## src/rtl/jpegls_stage_fifo_pipe_if.sv

```systemverilog
// Handshake and payload bundle between JPEG-LS stage 3 (context/mode) and stage 4 (Golomb/run).
interface jpegls_stage_fifo_pipe_if #(
  parameter int unsigned pixel_length    = 8,
  parameter int unsigned mode_length     = 2,
  parameter int unsigned runcount_length = 16
);
  // upstream side
  logic                       in_valid;
  logic                       in_ready;
  logic [pixel_length-1:0]    x_in;
  logic [pixel_length-1:0]    Px_in;
  logic                       sign_in;
  logic                       RIType_in;
  logic                       EOF_in;
  logic [mode_length-1:0]     mode_in;
  logic [mode_length-1:0]     previous_mode_in;
  logic [mode_length-1:0]     mode_next_in;
  logic [runcount_length-1:0] run_length_in;
  logic [runcount_length-1:0] remainder_subtract_in;
  // downstream side
  logic                       out_valid;
  logic                       out_ready;
  logic [pixel_length-1:0]    x_out;
  logic [pixel_length-1:0]    Px_out;
  logic                       sign_out;
  logic                       RIType_out;
  logic                       EOF_out;
  logic [mode_length-1:0]     mode_out;
  logic [runcount_length-1:0] run_length_out;
  logic                       do_run_encoding_out;
  logic                       do_run_length_adjust_out;
  logic [runcount_length-1:0] remainder_accum_out;

  // environment view: produces upstream beats and downstream ready
  modport master (
    output in_valid, x_in, Px_in, sign_in, RIType_in, EOF_in, mode_in,
           previous_mode_in, mode_next_in, run_length_in, remainder_subtract_in,
           out_ready,
    input  in_ready, out_valid, x_out, Px_out, sign_out, RIType_out, EOF_out,
           mode_out, run_length_out, do_run_encoding_out, do_run_length_adjust_out,
           remainder_accum_out
  );

  // pipeline stage view
  modport slave (
    input  in_valid, x_in, Px_in, sign_in, RIType_in, EOF_in, mode_in,
           previous_mode_in, mode_next_in, run_length_in, remainder_subtract_in,
           out_ready,
    output in_ready, out_valid, x_out, Px_out, sign_out, RIType_out, EOF_out,
           mode_out, run_length_out, do_run_encoding_out, do_run_length_adjust_out,
           remainder_accum_out
  );
endinterface

```

## src/rtl/jpegls_stage_fifo_pipe.sv

```systemverilog
// Elastic stage-3/stage-4 FIFO for the JPEG-LS encoder: computes run flags at the input,
// holds pixel-class fields across run samples and keeps a saturating remainder accumulator.
module jpegls_stage_fifo_pipe #(
  parameter int unsigned pixel_length    = 8,
  parameter int unsigned mode_length     = 2,
  parameter int unsigned runcount_length = 16,
  parameter int unsigned DEPTH           = 2
) (
  input logic clk,
  input logic reset,
  input logic flush,
  jpegls_stage_fifo_pipe_if.slave bus
);

  localparam int unsigned PTR_W = $clog2(DEPTH);
  localparam int unsigned CNT_W = $clog2(DEPTH + 1);

  localparam logic [mode_length-1:0] MODE_REGULAR   = mode_length'(0);
  localparam logic [mode_length-1:0] MODE_RUN       = mode_length'(1);
  localparam logic [mode_length-1:0] MODE_INTERRUPT = mode_length'(2);

  typedef struct packed {
    logic [pixel_length-1:0]    x;
    logic [pixel_length-1:0]    px;
    logic                       sign;
    logic                       ri_type;
    logic                       eof;
    logic [mode_length-1:0]     mode;
    logic [runcount_length-1:0] run_length;
    logic                       run_enc;
    logic                       run_adj;
    logic [runcount_length-1:0] accum;
  } entry_t;

  entry_t                     mem [DEPTH];
  logic [PTR_W-1:0]           wr_ptr;
  logic [PTR_W-1:0]           rd_ptr;
  logic [CNT_W-1:0]           count;
  logic [runcount_length-1:0] acc;
  logic [pixel_length-1:0]    held_x;
  logic [pixel_length-1:0]    held_px;
  logic                       held_sign;
  logic                       held_ri_type;

  logic                       full;
  logic                       empty;
  logic                       push;
  logic                       pop;
  logic                       pixel_class;
  logic [runcount_length:0]   sum_wide;
  logic [runcount_length-1:0] sum;
  entry_t                     new_entry;
  entry_t                     head;

  function automatic logic [PTR_W-1:0] ptr_inc(input logic [PTR_W-1:0] p);
    return (p == PTR_W'(DEPTH - 1)) ? '0 : p + PTR_W'(1);
  endfunction

  assign full  = (count == CNT_W'(DEPTH));
  assign empty = (count == '0);
  assign push  = bus.in_valid && !full;
  assign pop   = !empty && bus.out_ready;

  // Regular and run-interruption samples carry fresh pixel fields; run samples reuse the held ones.
  assign pixel_class = (bus.mode_in == MODE_REGULAR) || (bus.mode_in == MODE_INTERRUPT);

  // Saturating accumulate of the incoming remainder subtraction.
  assign sum_wide = {1'b0, acc} + {1'b0, bus.remainder_subtract_in};
  assign sum      = sum_wide[runcount_length] ? '1 : sum_wide[runcount_length-1:0];

  // Assemble the entry written on a push.
  always_comb begin
    new_entry            = '0;
    new_entry.x          = pixel_class ? bus.x_in      : held_x;
    new_entry.px         = pixel_class ? bus.Px_in     : held_px;
    new_entry.sign       = pixel_class ? bus.sign_in   : held_sign;
    new_entry.ri_type    = pixel_class ? bus.RIType_in : held_ri_type;
    new_entry.eof        = bus.EOF_in;
    new_entry.mode       = bus.mode_in;
    new_entry.run_length = bus.run_length_in;
    new_entry.run_enc    = ((bus.mode_next_in == MODE_INTERRUPT) && (bus.mode_in == MODE_RUN)) ||
                           ((bus.mode_in == MODE_INTERRUPT) && (bus.previous_mode_in != MODE_RUN));
    new_entry.run_adj    = (bus.mode_next_in == MODE_INTERRUPT);
    new_entry.accum      = sum;
  end

  // FIFO storage, pointers, occupancy, accumulator and held pixel fields.
  always_ff @(posedge clk or posedge reset) begin
    if (reset) begin
      for (int i = 0; i < int'(DEPTH); i++) mem[i] <= '0;
      wr_ptr       <= '0;
      rd_ptr       <= '0;
      count        <= '0;
      acc          <= '0;
      held_x       <= '0;
      held_px      <= '0;
      held_sign    <= 1'b0;
      held_ri_type <= 1'b0;
    end else if (flush) begin
      wr_ptr       <= '0;
      rd_ptr       <= '0;
      count        <= '0;
      acc          <= '0;
      held_x       <= '0;
      held_px      <= '0;
      held_sign    <= 1'b0;
      held_ri_type <= 1'b0;
    end else begin
      if (push) begin
        mem[wr_ptr] <= new_entry;
        wr_ptr      <= ptr_inc(wr_ptr);
        acc         <= (new_entry.run_enc || bus.EOF_in) ? '0 : sum;
        if (pixel_class) begin
          held_x       <= bus.x_in;
          held_px      <= bus.Px_in;
          held_sign    <= bus.sign_in;
          held_ri_type <= bus.RIType_in;
        end
      end
      if (pop) rd_ptr <= ptr_inc(rd_ptr);
      if (push && !pop)      count <= count + CNT_W'(1);
      else if (pop && !push) count <= count - CNT_W'(1);
    end
  end

  // Head entry, forced to zero while the FIFO is empty.
  assign head = empty ? '0 : mem[rd_ptr];

  assign bus.in_ready                 = !full;
  assign bus.out_valid                = !empty;
  assign bus.x_out                    = head.x;
  assign bus.Px_out                   = head.px;
  assign bus.sign_out                 = head.sign;
  assign bus.RIType_out               = head.ri_type;
  assign bus.EOF_out                  = head.eof;
  assign bus.mode_out                 = head.mode;
  assign bus.run_length_out           = head.run_length;
  assign bus.do_run_encoding_out      = head.run_enc;
  assign bus.do_run_length_adjust_out = head.run_adj;
  assign bus.remainder_accum_out      = head.accum;

endmodule

```

## src/flat_wrapper.sv

```systemverilog
// flat-port wrapper written by rule: the top's interface ports become plain ports
module jpegls_stage_fifo_pipe_flat 
#(
  parameter int unsigned pixel_length    = 8,
  parameter int unsigned mode_length     = 2,
  parameter int unsigned runcount_length = 16,
  parameter int unsigned DEPTH           = 2
)
  (clk, reset, flush, bus_in_valid, bus_x_in, bus_Px_in, bus_sign_in, bus_RIType_in, bus_EOF_in, bus_mode_in, bus_previous_mode_in, bus_mode_next_in, bus_run_length_in, bus_remainder_subtract_in, bus_out_ready, bus_in_ready, bus_out_valid, bus_x_out, bus_Px_out, bus_sign_out, bus_RIType_out, bus_EOF_out, bus_mode_out, bus_run_length_out, bus_do_run_encoding_out, bus_do_run_length_adjust_out, bus_remainder_accum_out);
  jpegls_stage_fifo_pipe_if #(.pixel_length(pixel_length), .mode_length(mode_length), .runcount_length(runcount_length)) bus_i ();
  input logic clk;
  input logic reset;
  input logic flush;
  input wire logic [$bits(bus_i.in_valid)-1:0] bus_in_valid;
  input wire logic [$bits(bus_i.x_in)-1:0] bus_x_in;
  input wire logic [$bits(bus_i.Px_in)-1:0] bus_Px_in;
  input wire logic [$bits(bus_i.sign_in)-1:0] bus_sign_in;
  input wire logic [$bits(bus_i.RIType_in)-1:0] bus_RIType_in;
  input wire logic [$bits(bus_i.EOF_in)-1:0] bus_EOF_in;
  input wire logic [$bits(bus_i.mode_in)-1:0] bus_mode_in;
  input wire logic [$bits(bus_i.previous_mode_in)-1:0] bus_previous_mode_in;
  input wire logic [$bits(bus_i.mode_next_in)-1:0] bus_mode_next_in;
  input wire logic [$bits(bus_i.run_length_in)-1:0] bus_run_length_in;
  input wire logic [$bits(bus_i.remainder_subtract_in)-1:0] bus_remainder_subtract_in;
  input wire logic [$bits(bus_i.out_ready)-1:0] bus_out_ready;
  output wire logic [$bits(bus_i.in_ready)-1:0] bus_in_ready;
  output wire logic [$bits(bus_i.out_valid)-1:0] bus_out_valid;
  output wire logic [$bits(bus_i.x_out)-1:0] bus_x_out;
  output wire logic [$bits(bus_i.Px_out)-1:0] bus_Px_out;
  output wire logic [$bits(bus_i.sign_out)-1:0] bus_sign_out;
  output wire logic [$bits(bus_i.RIType_out)-1:0] bus_RIType_out;
  output wire logic [$bits(bus_i.EOF_out)-1:0] bus_EOF_out;
  output wire logic [$bits(bus_i.mode_out)-1:0] bus_mode_out;
  output wire logic [$bits(bus_i.run_length_out)-1:0] bus_run_length_out;
  output wire logic [$bits(bus_i.do_run_encoding_out)-1:0] bus_do_run_encoding_out;
  output wire logic [$bits(bus_i.do_run_length_adjust_out)-1:0] bus_do_run_length_adjust_out;
  output wire logic [$bits(bus_i.remainder_accum_out)-1:0] bus_remainder_accum_out;
  assign bus_i.in_valid = bus_in_valid;
  assign bus_i.x_in = bus_x_in;
  assign bus_i.Px_in = bus_Px_in;
  assign bus_i.sign_in = bus_sign_in;
  assign bus_i.RIType_in = bus_RIType_in;
  assign bus_i.EOF_in = bus_EOF_in;
  assign bus_i.mode_in = bus_mode_in;
  assign bus_i.previous_mode_in = bus_previous_mode_in;
  assign bus_i.mode_next_in = bus_mode_next_in;
  assign bus_i.run_length_in = bus_run_length_in;
  assign bus_i.remainder_subtract_in = bus_remainder_subtract_in;
  assign bus_i.out_ready = bus_out_ready;
  assign bus_in_ready = bus_i.in_ready;
  assign bus_out_valid = bus_i.out_valid;
  assign bus_x_out = bus_i.x_out;
  assign bus_Px_out = bus_i.Px_out;
  assign bus_sign_out = bus_i.sign_out;
  assign bus_RIType_out = bus_i.RIType_out;
  assign bus_EOF_out = bus_i.EOF_out;
  assign bus_mode_out = bus_i.mode_out;
  assign bus_run_length_out = bus_i.run_length_out;
  assign bus_do_run_encoding_out = bus_i.do_run_encoding_out;
  assign bus_do_run_length_adjust_out = bus_i.do_run_length_adjust_out;
  assign bus_remainder_accum_out = bus_i.remainder_accum_out;
  jpegls_stage_fifo_pipe #(.pixel_length(pixel_length), .mode_length(mode_length), .runcount_length(runcount_length), .DEPTH(DEPTH)) u_core (.clk(clk), .reset(reset), .flush(flush), .bus(bus_i));
endmodule
```

## config.mk

```make
export PLATFORM = sky130hd
export DESIGN_NAME = jpegls_stage_fifo_pipe_flat
export DESIGN_NICKNAME = d
export VERILOG_FILES = /design/src/rtl/jpegls_stage_fifo_pipe_if.sv /design/src/rtl/jpegls_stage_fifo_pipe.sv /design/src/flat_wrapper.sv
export SDC_FILE = /design/constraint.sdc
export NUM_CORES = 1
export LEC_CHECK = 0
export ABC_AREA = 1
export CORE_ASPECT_RATIO = 1.25
export CORE_MARGIN = 2
export CORE_UTILIZATION = 30
export CTS_CLUSTER_SIZE = 30
export DETAILED_ROUTE_END_ITERATION = 6
export SKIP_LAST_GASP = 1
export SYNTH_ARGS = -nofsm -noshare
export SYNTH_HDL_FRONTEND = slang
export SYNTH_SLANG_ARGS = --single-unit
```

## constraint.sdc

```tcl
create_clock -name clk -period 5.9 [get_ports clk]
set_clock_uncertainty 0.15 [all_clocks]
set_input_delay 0.885 -clock clk [delete_from_list [all_inputs] [get_ports clk]]
set_output_delay 0.885 -clock clk [all_outputs]
set_load 0.03 [all_outputs]
```

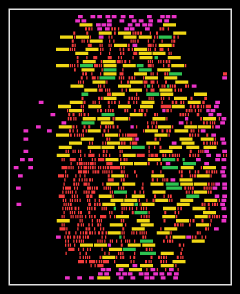
**Above:** cells coloured by class.
(1.5 px per um)
| colour | class | cells | share of their area |
|---|---|---|---|
| yellow | sequential cells | 148 | 40% |
| green | clock drivers and dummy loads | 30 | 6.6% |
| red | combinational and other logic | 825 | 40% |
| magenta | remaining buffers and delay cells | 124 | 13% |

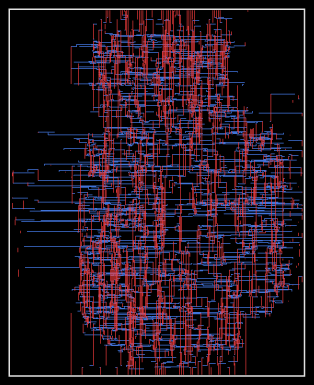
**Above:** metal layers overlaid.
(2 px per um) Only two layers are drawn.
| colour | layer | wire length |
|---|---|---|
| blue | metal 1 | 9810 um |
| red | metal 2 | 9790 um |

==> run notes <==
impl run done, here's what came out: Sw Ratio 31.6%, # hold bufs at CTS 0, syn_nets 1101, GP Congestion 0.833, most common cell in the netlist nand2_1, post-layout period usage 70.5%, dominant class by area registers, Reg2Reg Setup Slack 3.11 ns, clock root cell clkbuf_16, Worst slew margin 24.7%, Final Hold Fails 0, CTS tree done, share of layout cells above drive strength 1 4.44%, cell taking the most area after synthesis dfrtp_1, setup_tns 0 ns, Seq/Total Area, Yosys 48.4%, multi-input gate share of the layout cell area 34.0%, Final Instance Count excl. Fillers 1462, sequential cell area share 38.3%, CTS H-tree depth 4, Cell Int Power 2.25 mW, reg2reg end u_core.mem[77], CTS Buf Count 17, status completed, Peak VDD IR 163 uV, die height 183 um, synthesized instance count 1022, num rows 65, Yosys cell types 34, synth cell count leaders 447 x nand2_1, 148 x dfrtp_1, 105 x inv_1, Final Total Pwr 3.29 mW, final net count 1195, Plain + repair buffers 124, IO Port Bufs 118, Core Util, Final 38.4%, via count 6639, Post-DP Area 0.00906 sq mm, Area growth, synth to finish 26.4%, Tap Count 335, share of flip-flops with an asynchronous set or reset 100%, WHS Path Cells 2, Avg Inst Size Synth 7.49 sq um, fp_density 30.4%
==> metal layers <==
metal / vias to the layer above / global-route usage, % / part of all wire, % / wire length [um]
li1: 3390 / - / - / -
met3: 21 / 3.35 / 3.7 / 770
met1: 3088 / 20.8 / 47 / 9810
met2: 140 / 26.6 / 47 / 9790
met5: - / 0 / 0 / 0
met4: 0 / 4.92 / 1.7 / 359
==> worst max path at each step <==
stage,from,endpoint,cells past startpoint
floorplan,reset,u_core.acc[0],1
global placement,bus_mode_in[0],u_core.acc[1],7
detailed placement,bus_mode_in[0],u_core.acc[1],7
CTS,u_core.count[1],bus_Px_out[2],6
global route,u_core.count[1],bus_Px_out[2],6
finish,u_core.count[1],bus_remainder_accum_out[7],6
==> cell families after synthesis <==
group	count (synthesis)	synth area share, %
simple gates	504	26.2
xor+xnor	6	0.686
buf+inv	159	8.67
flops	148	48.4
fa+ha+maj	17	2.87
compound gates	188	13.2
==> worst min-delay path, delay by kind of cell (launching register included) <==
kind	cells	cell delay (ns)
DFF	1	0.34
and+or+nand+nor	2	0.10
==> power groups by stage <==
| stage | Clock [mW] | Combinational, mW | Sequential [mW] |
|---|---|---|---|
| 2_1_floorplan | 0 | 0.554 | 1.31 |
| 3_3_place_gp | 0 | 0.824 | 1.33 |
| 3_5_place_dp | 0 | 0.832 | 1.33 |
| 4_1_cts | 1.17 | 0.837 | 1.32 |
| 5_1_grt | 1.22 | 0.929 | 1.34 |
| 6_report | 1.15 | 0.825 | 1.32 |
==> sequential cells by signal, indices dropped and copies added (netlist names) <==
register / cells
u_core.rd_ptr: 1
u_core.count: 2
u_core.held_sign: 1
u_core.wr_ptr: 1
u_core.mem: 110
u_core.held_x: 8
u_core.held_ri_type: 1
u_core.held_px: 8
u_core.acc: 16
Power and IR drop assume default switching activity.
